### config.mk
export PLATFORM = sky130hd
export DESIGN_NAME = pwm_status_report
export DESIGN_NICKNAME = d
export VERILOG_FILES = /design/src/rtl/pwm_status_report.sv
export SDC_FILE = /design/constraint.sdc
export NUM_CORES = 1
export LEC_CHECK = 0
export CAP_MARGIN = 20
export CORE_MARGIN = 3
export CORE_UTILIZATION = 50
export DETAILED_ROUTE_END_ITERATION = 10
export PLACE_DENSITY = 0.68
export SYNTH_ARGS = -nofsm -noshare
export SYNTH_HDL_FRONTEND = slang
export SYNTH_SLANG_ARGS = --single-unit
### constraint.sdc
create_clock -name clk -period 5.2 [get_ports clk]
set_input_delay 1.04 -clock clk [delete_from_list [all_inputs] [get_ports clk]]
set_output_delay 1.04 -clock clk [all_outputs]
set_load 0.02 [all_outputs]
### src/rtl/pwm_status_report.sv
// Shadows the last applied PWM config of every channel and, on request, streams it
// out as 5-word status frames (one frame per channel) on an AXI-Stream master.
module pwm_status_report #(
    parameter int ID_PWM_STATUS = 1,
    parameter int NUM_CH        = 8
) (
    input  logic        clk,
    input  logic        rst,
    input  logic        pwm_config_vld,
    input  logic [7:0]  pwm_config_channel,
    input  logic        pwm_en,
    input  logic [27:0] pwm_period,
    input  logic [27:0] pwm_hlevel,
    input  logic        rpt_req,
    input  logic [7:0]  rpt_channel,
    output logic        rpt_busy,
    output logic [31:0] tx_axis_udp_tdata,
    output logic        tx_axis_udp_tvalid,
    output logic        tx_axis_udp_tlast,
    output logic [7:0]  tx_axis_udp_tuser,
    input  logic        tx_axis_udp_tready
);

    localparam int CW = (NUM_CH > 1) ? $clog2(NUM_CH) : 1;

    typedef enum logic [1:0] {
        ST_IDLE = 2'd0,
        ST_LOAD = 2'd1,
        ST_SEND = 2'd2
    } state_t;

    typedef struct packed {
        logic        en;
        logic [27:0] period;
        logic [27:0] hlevel;
    } cfg_t;

    cfg_t        shadow_q [NUM_CH];
    cfg_t        shadow_d [NUM_CH];
    cfg_t        frame_q, frame_d;
    state_t      state_q, state_d;
    logic        all_mode_q, all_mode_d;
    logic [7:0]  cur_ch_q, cur_ch_d;
    logic [2:0]  word_cnt_q, word_cnt_d;
    logic [31:0] tdata_q, tdata_d;
    logic        tvalid_q, tvalid_d;
    logic        tlast_q, tlast_d;

    logic          cfg_in_range;
    logic          req_single;
    logic          req_all;
    logic          more_ch;
    logic          handshake;
    logic [CW-1:0] cfg_idx;
    logic [CW-1:0] cur_idx;

    assign cfg_in_range = ({1'b0, pwm_config_channel} < 9'(NUM_CH));
    assign req_single   = ({1'b0, rpt_channel} < 9'(NUM_CH));
    assign req_all      = (rpt_channel == 8'hFF);
    assign more_ch      = ({1'b0, cur_ch_q} < 9'(NUM_CH - 1));
    assign handshake    = tvalid_q && tx_axis_udp_tready;
    // Both indices are only used once known to be below NUM_CH.
    assign cfg_idx      = pwm_config_channel[CW-1:0];
    assign cur_idx      = cur_ch_q[CW-1:0];

    function automatic logic [31:0] frame_word(input logic [2:0] idx,
                                               input logic [7:0] ch,
                                               input cfg_t       cfg);
        logic [31:0] w;
        case (idx)
            3'd0:    w = {24'b0, ch};
            3'd1:    w = {4'b0, cfg.period};
            3'd2:    w = {4'b0, cfg.hlevel};
            3'd4:    w = {31'b0, cfg.en};
            default: w = 32'd0;
        endcase
        return w;
    endfunction

    // Capture runs in every state; a LOAD in the same cycle still reads the old value.
    always_comb begin
        for (int i = 0; i < NUM_CH; i++) begin
            shadow_d[i] = shadow_q[i];
        end
        if (pwm_config_vld && cfg_in_range) begin
            shadow_d[cfg_idx] = {pwm_en, pwm_period, pwm_hlevel};
        end
    end

    always_comb begin
        state_d    = state_q;
        all_mode_d = all_mode_q;
        cur_ch_d   = cur_ch_q;
        word_cnt_d = word_cnt_q;
        frame_d    = frame_q;
        tdata_d    = tdata_q;
        tvalid_d   = tvalid_q;
        tlast_d    = tlast_q;
        case (state_q)
            ST_IDLE: begin
                if (rpt_req && (req_single || req_all)) begin
                    state_d    = ST_LOAD;
                    all_mode_d = req_all;
                    cur_ch_d   = req_all ? 8'd0 : rpt_channel;
                end
            end
            ST_LOAD: begin
                frame_d    = shadow_q[cur_idx];
                word_cnt_d = 3'd0;
                tdata_d    = frame_word(3'd0, cur_ch_q, shadow_q[cur_idx]);
                tvalid_d   = 1'b1;
                tlast_d    = 1'b0;
                state_d    = ST_SEND;
            end
            ST_SEND: begin
                if (handshake) begin
                    if (word_cnt_q == 3'd4) begin
                        tvalid_d = 1'b0;
                        tlast_d  = 1'b0;
                        tdata_d  = 32'd0;
                        if (all_mode_q && more_ch) begin
                            cur_ch_d = cur_ch_q + 8'd1;
                            state_d  = ST_LOAD;
                        end else begin
                            state_d = ST_IDLE;
                        end
                    end else begin
                        word_cnt_d = word_cnt_q + 3'd1;
                        tdata_d    = frame_word(word_cnt_q + 3'd1, cur_ch_q, frame_q);
                        tlast_d    = (word_cnt_q == 3'd3);
                    end
                end
            end
            default: begin
                state_d  = ST_IDLE;
                tvalid_d = 1'b0;
                tlast_d  = 1'b0;
                tdata_d  = 32'd0;
            end
        endcase
    end

    always_ff @(posedge clk) begin
        if (rst) begin
            for (int i = 0; i < NUM_CH; i++) begin
                shadow_q[i] <= '0;
            end
            state_q    <= ST_IDLE;
            all_mode_q <= 1'b0;
            cur_ch_q   <= 8'd0;
            word_cnt_q <= 3'd0;
            frame_q    <= '0;
            tdata_q    <= 32'd0;
            tvalid_q   <= 1'b0;
            tlast_q    <= 1'b0;
        end else begin
            for (int i = 0; i < NUM_CH; i++) begin
                shadow_q[i] <= shadow_d[i];
            end
            state_q    <= state_d;
            all_mode_q <= all_mode_d;
            cur_ch_q   <= cur_ch_d;
            word_cnt_q <= word_cnt_d;
            frame_q    <= frame_d;
            tdata_q    <= tdata_d;
            tvalid_q   <= tvalid_d;
            tlast_q    <= tlast_d;
        end
    end

    assign rpt_busy           = (state_q != ST_IDLE);
    assign tx_axis_udp_tdata  = tdata_q;
    assign tx_axis_udp_tvalid = tvalid_q;
    assign tx_axis_udp_tlast  = tlast_q;
    assign tx_axis_udp_tuser  = 8'(ID_PWM_STATUS);

endmodule

run_1/detail.png
Region (91, 91) to (131, 131) um. Cells in grey, sequential cells in the stronger grey; small squares are vias.
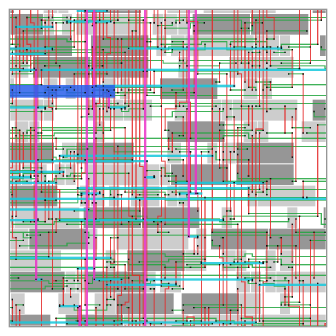
Key: metal 4 = magenta; metal 3 = cyan; metal 5 = blue; metal 2 = red; metal 1 = green
Sequential cells in the window: 27. Netlist names of flops here include shadow_q (20), frame_q (7). 114 logic cells have their middle in the window. Most frequent: nand2_1 (37), dfxtp_1 (27), a21oi_1 (19).

run_1/metal_density.png
The bar under the picture is 50 um long. The die is cut into 22 by 22 equal tiles; white is low, dark blue is high, scaled to the fullest tile. Values are wire area over tile area, all layers added.
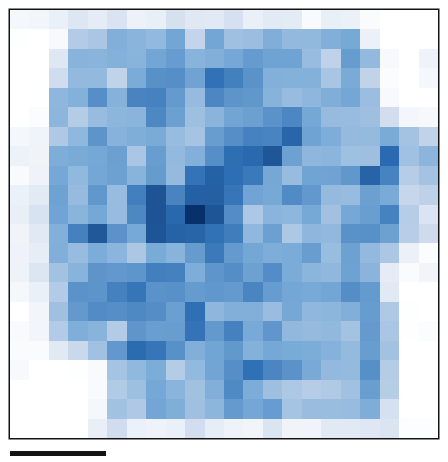
The emptiest ninth of the die: bottom left. The fullest tile reaches 0.58. The densest ninth of the die: middle. 11% of the tiles are nearly empty. 35% of the tiles are over half the peak.

run_1/layer_met3.png
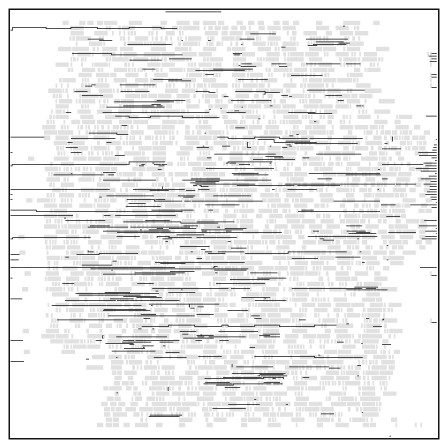
The layer holds 7.9% of the routed length. The wires run mostly horizontal. 211 nets have wire on it. The longest straight run is 85.6 um. The layer carries 5240 um of wire.

run_1/clocks.png
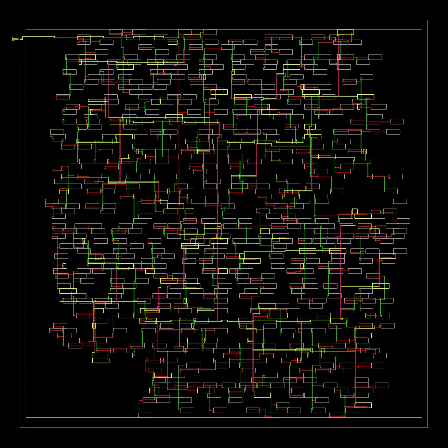
Skew-Pair Late Insertion Delay: 0.61 ns
number of clock-tree buffers in the layout: 85
count of sequential standard cells: 557
CTS sink cnt: 557
Fin Clk Skew: 0.0122 ns

==> flow_metrics.rpt, run 1 <==
RUN METRICS
----------------------------------------------------
[Synth]
  Predominant post-synthesis flop cell ........................ dfxtp_1
  Sequential share of the synthesized area ........................ 47.4%
  Synth Area in XOR/XNOR ........................ 0.0744%
  Fa+ha+maj area frac ........................ 0.585%
  Post-synth top area cell ........................ dfxtp_1
  Combined area of all synthesized cells ........................ 23500 um2
  Flops out of synthesis ........................ 557
  Compound-gate portion of the synthesized area ........................ 14.5%
  Total cell area reported by yosys after synthesis ........................ 23500 um2
  Top non-seq family ........................ simple AND/OR/NAND/NOR gates
  Top cell type's share of synthesized area ........................ 47.4%
  Number of synthesized flops with an enable pin ........................ 0
  Number of different library cells in the post-synthesis netlist ........................ 54
  Commonest cells post-synth ........................ nand2_1, dfxtp_1, a21oi_1
  Most frequent cell after synthesis ........................ nand2_1
  Area fraction in and, or, nand and nor cells after synthesis ........................ 17.8%
  Synthesis Warnings ........................ 0
  Proportion of register bits with asynchronous set or reset after synthesis ........................ 0%
  MUX area fraction ........................ 13.5%
  Syn_area_per_cell ........................ 8.66 um2
  Top cells by area in the synthesized netlist ........................ dfxtp_1, nand2_1, mux4_2, a21oi_1, buf_2
  Count of mapped cells out of synthesis ........................ 2716
  Number of standard cells reported by yosys ........................ 2716

[Layout]
  Fraction of final layout cells with drive strength greater than 1 ........................ 9.43%
  Final-stage net count ........................ 2721
  Synthesis-to-finish area growth ........................ 11.4%
  Area of all placed cells without fillers ........................ 26200 um2

[Route]
  Final wirelength ........................ 66.2 mm
  Initial drt markers ........................ 1886
  Number of vias after detailed routing ........................ 19200
  Number of remaining DRC errors ........................ 0
  Routed length per placed instance ........................ 20.2 um
  Remaining antenna violation count ........................ 0
  Pre-antenna DRT Iters ........................ 5
  Vias per inst ........................ 5.85

[Run status]
  Outcome ........................ finished clean

[Timing]
  Final setup violation count ........................ 0
  Count of final hold-check violations ........................ 0
  Fin Setup TNS ........................ 0 ns
  Number of max-slew violations in the final report ........................ 0
  Slew margin rel. ........................ 25.1%
  Time the worst path needs with I/O delays and setup ........................ 3.20 ns
  Final critical-path share of the clock period ........................ 61.5%
  Hold Worst Slack ........................ 0.448 ns
  Worst Max-Slew Pin Slew ........................ 1.12 ns
  Setup repair after global routing missed its margin ........................ no
  Max Clk Rate ........................ 313 MHz

[Critical path]
  Maximum single-stage delay on the critical path ........................ 0.62 ns
  Critical-path top delay cell ........................ clkdlybuf4s50_1
  Crit Path Max Fanout ........................ 7
  Category of the critical setup timing path ........................ reg -> out
  Worst path cell trace ........................ inv_1 > ha_1 > inv_1 > clkdlybuf4s50_1
  Data required time at the worst endpoint ........................ 4.16 ns
  Most frequent cell on the critical path ........................ inv_1
  Worst Path Arrival ........................ 2.16 ns
  CP Capture Type ........................ output pin
  Launching element type of the critical path ........................ flip-flop

[Die]
  Die Wd ........................ 223 um
  Number of rows created at floorplan ........................ 78
  Overall die area ........................ 49700 um2
  Die span in y ........................ 223 um
  Top-Level Pins ........................ 121
  CORE AREA ........................ 46000 um2
  Initial core utilization ........................ 51.2%

[Power]
  Final total power ........................ 10.3 mW
  Maximum vdd drop ........................ 236 uV
  Power Density ........................ 392 nW/um2
  Pleak ........................ 8.14 nW

[Placed design]
  Area after detailed placement ........................ 24400 um2
  Tally of buffers added on design ports ........................ 108
  Placer's final routability congestion estimate ........................ 0.802
  Placed wire-length estimate after detailed placement ........................ 38.0 mm

[Global route]
  First-pass GRT wire length ........................ 103 mm
  Overall track demand over capacity in global routing ........................ 26.0%
  Pin count of the biggest net entering global routing ........................ 153
  Antenna violations before repair ........................ 6
  Vias in the first global route ........................ 18400

[Clock network]
  Number of buffers created by CTS ........................ 55
  CTS root buf ........................ clkbuf_16
  CTS tree ........................ yes
  CTS Hold Buffers Added ........................ 0
  PostCTS Resize Cnt ........................ 0
  Clock Path Buffers ........................ 3
  Clock transition at the registers of the reported paths ........................ 0.06 ns
  Setup bufs post-CTS ........................ 0
  H-Tree Level Count ........................ 2

[Worst hold path]
  Worst min-delay path class ........................ reg -> reg

[Run]
  OpenROAD warning count ........................ 45
  Count of max-cap constraint violations ........................ 0

----------------------------------------------------
[run 1: final cells by class]
class | count | area (um2)
inverters | 11 | 41.3
diodes | 3 | 7.51
multi-input cells | 1870 | 11100
repair buffers | 137 | 1410
well taps | 600 | 751
clock inverters | 13 | 163
fillers | 3985 | 19700
clock buffers | 85 | 1630
flip-flops and latches | 557 | 11200
[run 1: flip-flops by register name (all words and copies together), names as in the netlist]
register and cells:
all_mode_q 1, cur_ch_q 8, frame_q 57, shadow_q 456, state_q 2, tx_axis_udp_tdata 28
tx_axis_udp_tlast 1, tx_axis_udp_tvalid 1, word_cnt_q 3
[run 1: worst max-delay path, delay by kind of cell (launching register included)]
kind	cells	cell delay (ns)
buf+inv	3	0.84
flops	1	0.42
fa+ha+maj	1	0.29
[run 1: where the power goes]
part	total [mW]	internal, mW	leakage, nW	switching, mW
registers	4.84	4.48	4.49	0.353
clock network	3.95	2.30	0.870	1.66
logic	1.48	0.655	2.78	0.828
total	10.3	7.44	8.14	2.84
[run 1: path summary, 6_finish.rpt]
check	slack (ns)	cells after the start	startpoint	end
setup / recovery	2.00	4	state_q[0]	rpt_busy
hold / removal	0.45	2	shadow_q[6][19]	shadow_q[6][19]
setup reg to reg	2.41	4	cur_ch_q[0]	frame_q[16]
hold reg to reg	0.45	2	shadow_q[6][19]	shadow_q[6][19]
[run 1: through the flow]
step           cells  util, %  worst slack (ns)
2_1_floorplan   2726        -              2.69
3_3_place_gp    3174     53.1              1.50
3_5_place_dp    3174     53.1              1.42
4_1_cts         3272     57.0              1.98
5_1_grt         3274     57.0              1.91
6_report        3276     57.0              2.00
[run 1: layout by cell type (no fill, tap or decap), types with 5 or more instances in the layout]
| master | count |
|---|---|
| a211oi_1 | 61 |
| a21oi_1 | 464 |
| a22o_1 | 26 |
| a22oi_1 | 22 |
| a32oi_1 | 6 |
| and2_1 | 6 |
| buf_12 | 7 |
| buf_4 | 21 |
| clkbuf_1 | 17 |
| clkbuf_16 | 56 |
| clkbuf_8 | 12 |
| clkdlybuf4s50_1 | 107 |
| clkinv_2 | 5 |
| conb_1 | 12 |
| dfxtp_1 | 554 |
| ha_1 | 10 |
| inv_1 | 10 |
| mux2i_1 | 61 |
| mux4_2 | 114 |
| nand2_1 | 927 |
| nor2_1 | 92 |
| o21ai_0 | 5 |
| o2bb2ai_1 | 5 |
[run 1: per-layer routing]
metal	GRT usage (%)	up-vias	part of all wire [%]
li1	-	8967	-
met1	34.9	9313	42
met2	42.9	744	47
met3	4.53	127	7.9
met4	8.55	6	3.0
met5	0	-	0.054
[run 1: cells by family after synthesis]
| logic type | Yosys count |
|---|---|
| AND/OR/NAND/NOR | 1067 |
| AND-OR/OR-AND | 603 |
| flip-flops | 557 |
| buffers and inverters | 299 |
| multiplexers | 175 |
| adder cells (fa/ha/maj) | 11 |
| other | 2 |
| XOR/XNOR | 2 |
run_1/clk_routes.png
The bar under the picture is 50 um long.
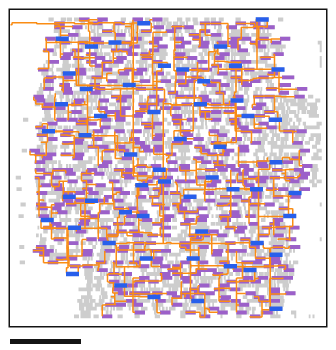

==> inputs of run 2 (changes only) <==
Settings changed: PLACE_DENSITY 0.68 to 0.71.
Clock period 5.2 ns to 2.7 ns, I/O delays scaled along.
run_2/clk_routes.png
The bar under the picture is 50 um long.
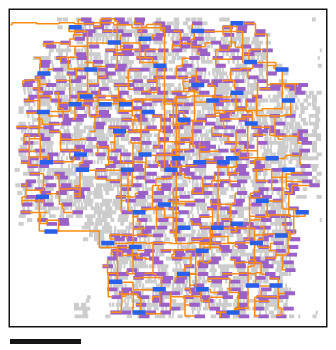
Key: clock drivers = blue [count 57]; flip-flops = purple [count 557]; clock wires = orange [length 6570 um]
There are 58 routed clock nets.

==> run 2 against run 1 <==
Effect of this change: synthesized area unchanged; power up 100%; clock power up 110%; combinational power up 120%; register-to-register slack worse by 2.1 ns; die size unchanged; critical path type unchanged; flip-flop count unchanged; design area up 3.4%; clock skew up 0.0015 ns; via count up 1.8%.
==> flow_metrics.rpt, run 2 <==
RUN METRICS
----------------------------------------------------
[Global route]
  Congestion Overflow GR ........................ 0
  Antenna violations before repair ........................ 4 (-2)
  Overall track demand over capacity in global routing ........................ 26.2% (+0.17 points)
  Vias in the first global route ........................ 18900 (+2.3%)
  First-pass GRT wire length ........................ 104 mm (+0.87%)
  Pin count of the biggest net entering global routing ........................ 113 (-26%)

[Critical path]
  Worst Path Arrival ........................ 1.87 ns (-0.29 ns)
  Crit Path Max Fanout ........................ 7 (unchanged)
  Count of buffer and inverter cells on the critical path ........................ 3 (unchanged)
  Maximum single-stage delay on the critical path ........................ 0.42 ns (-0.20 ns)
  CP Capture Type ........................ output pin
  Critical-path top delay cell ........................ dfxtp_1
  Category of the critical setup timing path ........................ reg -> out
  Data required time at the worst endpoint ........................ 2.16 ns (-2.00 ns)
  Launching element type of the critical path ........................ flip-flop
  Kind of cell with the highest combined delay on the critical path ........................ buffers and inverters
  Most frequent cell on the critical path ........................ inv_1
  Worst path cell trace ........................ inv_1 > ha_1 > inv_1 > dlygate4sd2_1

[Layout]
  Biggest register ........................ shadow_q
  Post-layout utilization of the core ........................ 59.0% (+1.9 points)
  Max reg flops ........................ 456 (unchanged)
  Commonest cells after routing, fill and taps aside ........................ nand2_1, dfxtp_1, a21oi_1, mux4_2, clkdlybuf4s50_1
  Filler Cell Count ........................ 3831 (-3.9%)
  Fraction of final layout cells with drive strength greater than 1 ........................ 11.6% (+2.2 points)
  Tally of non-filler cells in the final layout ........................ 3328 (+1.6%)
  Area of all placed cells without fillers ........................ 27100 um2 (+3.4%)
  Final-stage net count ........................ 2770 (+1.8%)
  Commonest Layout Cell ........................ nand2_1
  Synthesis-to-finish area growth ........................ 15.2%

[Power]
  Maximum vdd drop ........................ 568 uV (+140%)
  Power Density ........................ 762 nW/um2 (+94%)
  Pleak ........................ 8.60 nW (+5.7%)

[Route]
  Vias per inst ........................ 5.86 (+0.23%)
  Number of vias after detailed routing ........................ 19500 (+1.8%)
  Routed length per placed instance ........................ 20.2 um (-0.29%)
  Remaining antenna violation count ........................ 0 (unchanged)
  Final wirelength ........................ 67.1 mm (+1.3%)
  Number of remaining DRC errors ........................ 0 (unchanged)
  Initial drt markers ........................ 2238 (+19%)
  Pre-antenna DRT Iters ........................ 6 (+1)

[Synth]
  Proportion of register bits with asynchronous set or reset after synthesis ........................ 0% (unchanged)
  Count of mapped cells out of synthesis ........................ 2716 (unchanged)
  Most frequent cell after synthesis ........................ nand2_1
  Top cell type's share of synthesized area ........................ 47.4% (unchanged)
  Flops out of synthesis ........................ 557 (unchanged)
  Combined area of all synthesized cells ........................ 23500 um2 (unchanged)
  Number of standard cells reported by yosys ........................ 2716 (unchanged)
  Commonest cells post-synth ........................ nand2_1, dfxtp_1, a21oi_1
  Post-synth top area cell ........................ dfxtp_1
  Number of synthesized flops with an enable pin ........................ 0 (unchanged)
  Number of different library cells in the post-synthesis netlist ........................ 54 (unchanged)
  Total cell area reported by yosys after synthesis ........................ 23500 um2 (unchanged)
  Predominant post-synthesis flop cell ........................ dfxtp_1
  Top cells by area in the synthesized netlist ........................ dfxtp_1, nand2_1, mux4_2, a21oi_1, buf_2
  Syn_area_per_cell ........................ 8.66 um2 (unchanged)
  Sequential share of the synthesized area ........................ 47.4% (unchanged)
  Synthesis Warnings ........................ 0 (unchanged)

[Placed design]
  Placed wire-length estimate after detailed placement ........................ 41.0 mm (+8.2%)
  Tally of buffers added on design ports ........................ 108 (unchanged)
  Area after detailed placement ........................ 25100 um2 (+2.8%)
  Number of instances in the placed design ........................ 3222 (+1.5%)
  Placer's final routability congestion estimate ........................ 0.835 (+4.1%)

[Timing]
  Final setup violation count ........................ 0 (unchanged)
  Final critical-path share of the clock period ........................ 89.1%
  Count of final hold-check violations ........................ 0 (unchanged)
  Max Clk Rate ........................ 416 MHz
  Worst Max-Slew Pin Slew ........................ 1.07 ns (-0.0519 ns)
  Time the worst path needs with I/O delays and setup ........................ 2.41 ns
  Slew margin rel. ........................ 28.6% (+3.5 points)
  Setup repair after global routing missed its margin ........................ no
  Fin Clk Skew ........................ 0.0138 ns (+0.00153 ns)
  Number of max-slew violations in the final report ........................ 0 (unchanged)
  Fin Setup TNS ........................ 0 ns (unchanged)

[Die]
  Overall die area ........................ 49700 um2 (unchanged)
  CORE AREA ........................ 46000 um2 (unchanged)
  Initial core utilization ........................ 51.2% (unchanged)
  Top-Level Pins ........................ 121 (unchanged)
  Die span in y ........................ 223 um (unchanged)
  Die Wd ........................ 223 um (unchanged)
  Number of rows created at floorplan ........................ 78 (unchanged)

[Clock network]
  Clock Path Buffers ........................ 3 (unchanged)
  Number of buffers created by CTS ........................ 57 (+3.6%)
  CTS tree ........................ yes
  Clock transition at the registers of the reported paths ........................ 0.06 ns (about the same)
  H-Tree Level Count ........................ 2 (unchanged)
  Skew-Pair Late Insertion Delay ........................ 0.62 ns (about the same)
  CTS sink cnt ........................ 557 (unchanged)
  CTS root buf ........................ clkbuf_16
  Setup bufs post-CTS ........................ 0 (unchanged)

[Run status]
  Outcome ........................ finished clean

[Worst hold path]
  Worst min-delay path class ........................ in -> reg

[Run]
  Count of max-cap constraint violations ........................ 0 (unchanged)
  OpenROAD warning count ........................ 37 (-18%)

----------------------------------------------------
run_2/metal_density.png
The bar under the picture is 50 um long. The die is cut into 22 by 22 equal tiles; white is low, dark blue is high, scaled to the fullest tile. Values are wire area over tile area, all layers added.
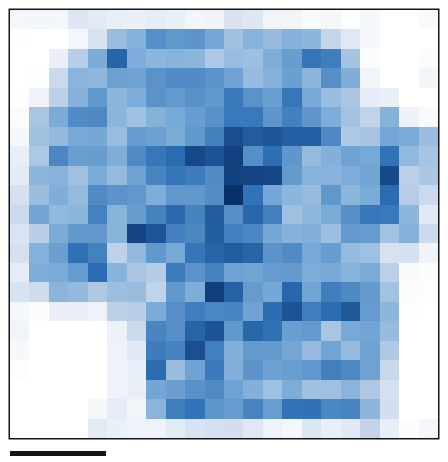
13% of the tiles are nearly empty. The fullest tile reaches 0.56. The mean over all tiles is 0.22. The emptiest ninth of the die: bottom left.

## run 2: final cells by class
cell class / instances / area (um2) / share of cell area (%)
diodes: 2 / 5.00 / 0.0185
clock buffers: 88 / 1790 / 6.62
clock inverters: 16 / 216 / 0.799
inverters: 11 / 45.0 / 0.166
multi-input cells: 1870 / 11000 / 40.8
flip-flops and latches: 557 / 11200 / 41.2
well taps: 600 / 751 / 2.77
repair buffers: 184 / 2080 / 7.68
## run 2: path summary, 6_finish.rpt
kind              startpoint              endpoint  slack, ns  cells past startpoint
max               state_q[0]              rpt_busy       0.29                      4
min                      rst  tx_axis_udp_tdata[2]       0.33                      2
max reg2reg    word_cnt_q[0]  tx_axis_udp_tdata[1]       0.31                      7
min reg2reg  shadow_q[2][44]       shadow_q[2][44]       0.45                      2
## run 2: timing repair
action | in CTS | in global routing
hold buffers | 0 | 0
endpoints found under the hold margin | 0 | 0
resized | 1 | 2
setup endpoints to repair | 1 | 11
## run 2: layer usage
layer / part of all wire [%] / vias up / global-route usage, % / wire [um]
met2: 48 / 866 / 43.6 / 32300
met4: 3.1 / 4 / 9.68 / 2100
met5: 0.046 / - / 0 / 31
met1: 40 / 9415 / 34.2 / 27100
li1: - / 9083 / - / -
met3: 8.3 / 138 / 4.71 / 5590
## run 2: cells by family (layout without fill, tap and decap cells)
kind of cell | after synthesis | count (layout) | share of synthesized area, %
xor+xnor | 2 | 2 | 0.0745
compound gates | 603 | 603 | 14.5
simple gates | 1067 | 1067 | 17.8
other cells | 2 | 14 | 0.0319
mux | 175 | 175 | 13.5
flops | 557 | 557 | 47.4
fa+ha+maj | 11 | 11 | 0.585
buf+inv | 299 | 299 | 6.12
## run 2: power by group
part           leakage (nW)  internal, mW  switching (mW)  total, mW
Combinational          3.11          1.38            1.90       3.29
Sequential             4.49          8.64           0.425       9.06
Clock                 0.998          4.95            3.35       8.30
Total                  8.60          15.0            5.68       20.6
## run 2: stage by stage
| step | power, mW | hold slack (ns) | setup WS [ns] |
|---|---|---|---|
| after floorplan | 11.4 | 0.429 | 0.690 |
| after global placement | 12.4 | 0.434 | 0.0961 |
| after detailed placement | 12.5 | 0.441 | 0.0458 |
| after CTS | 20.7 | 0.304 | 0.240 |
| after global routing | 21.4 | 0.333 | 0.144 |
| final | 20.6 | 0.329 | 0.294 |
Power is estimated from default activity; no workload was simulated.
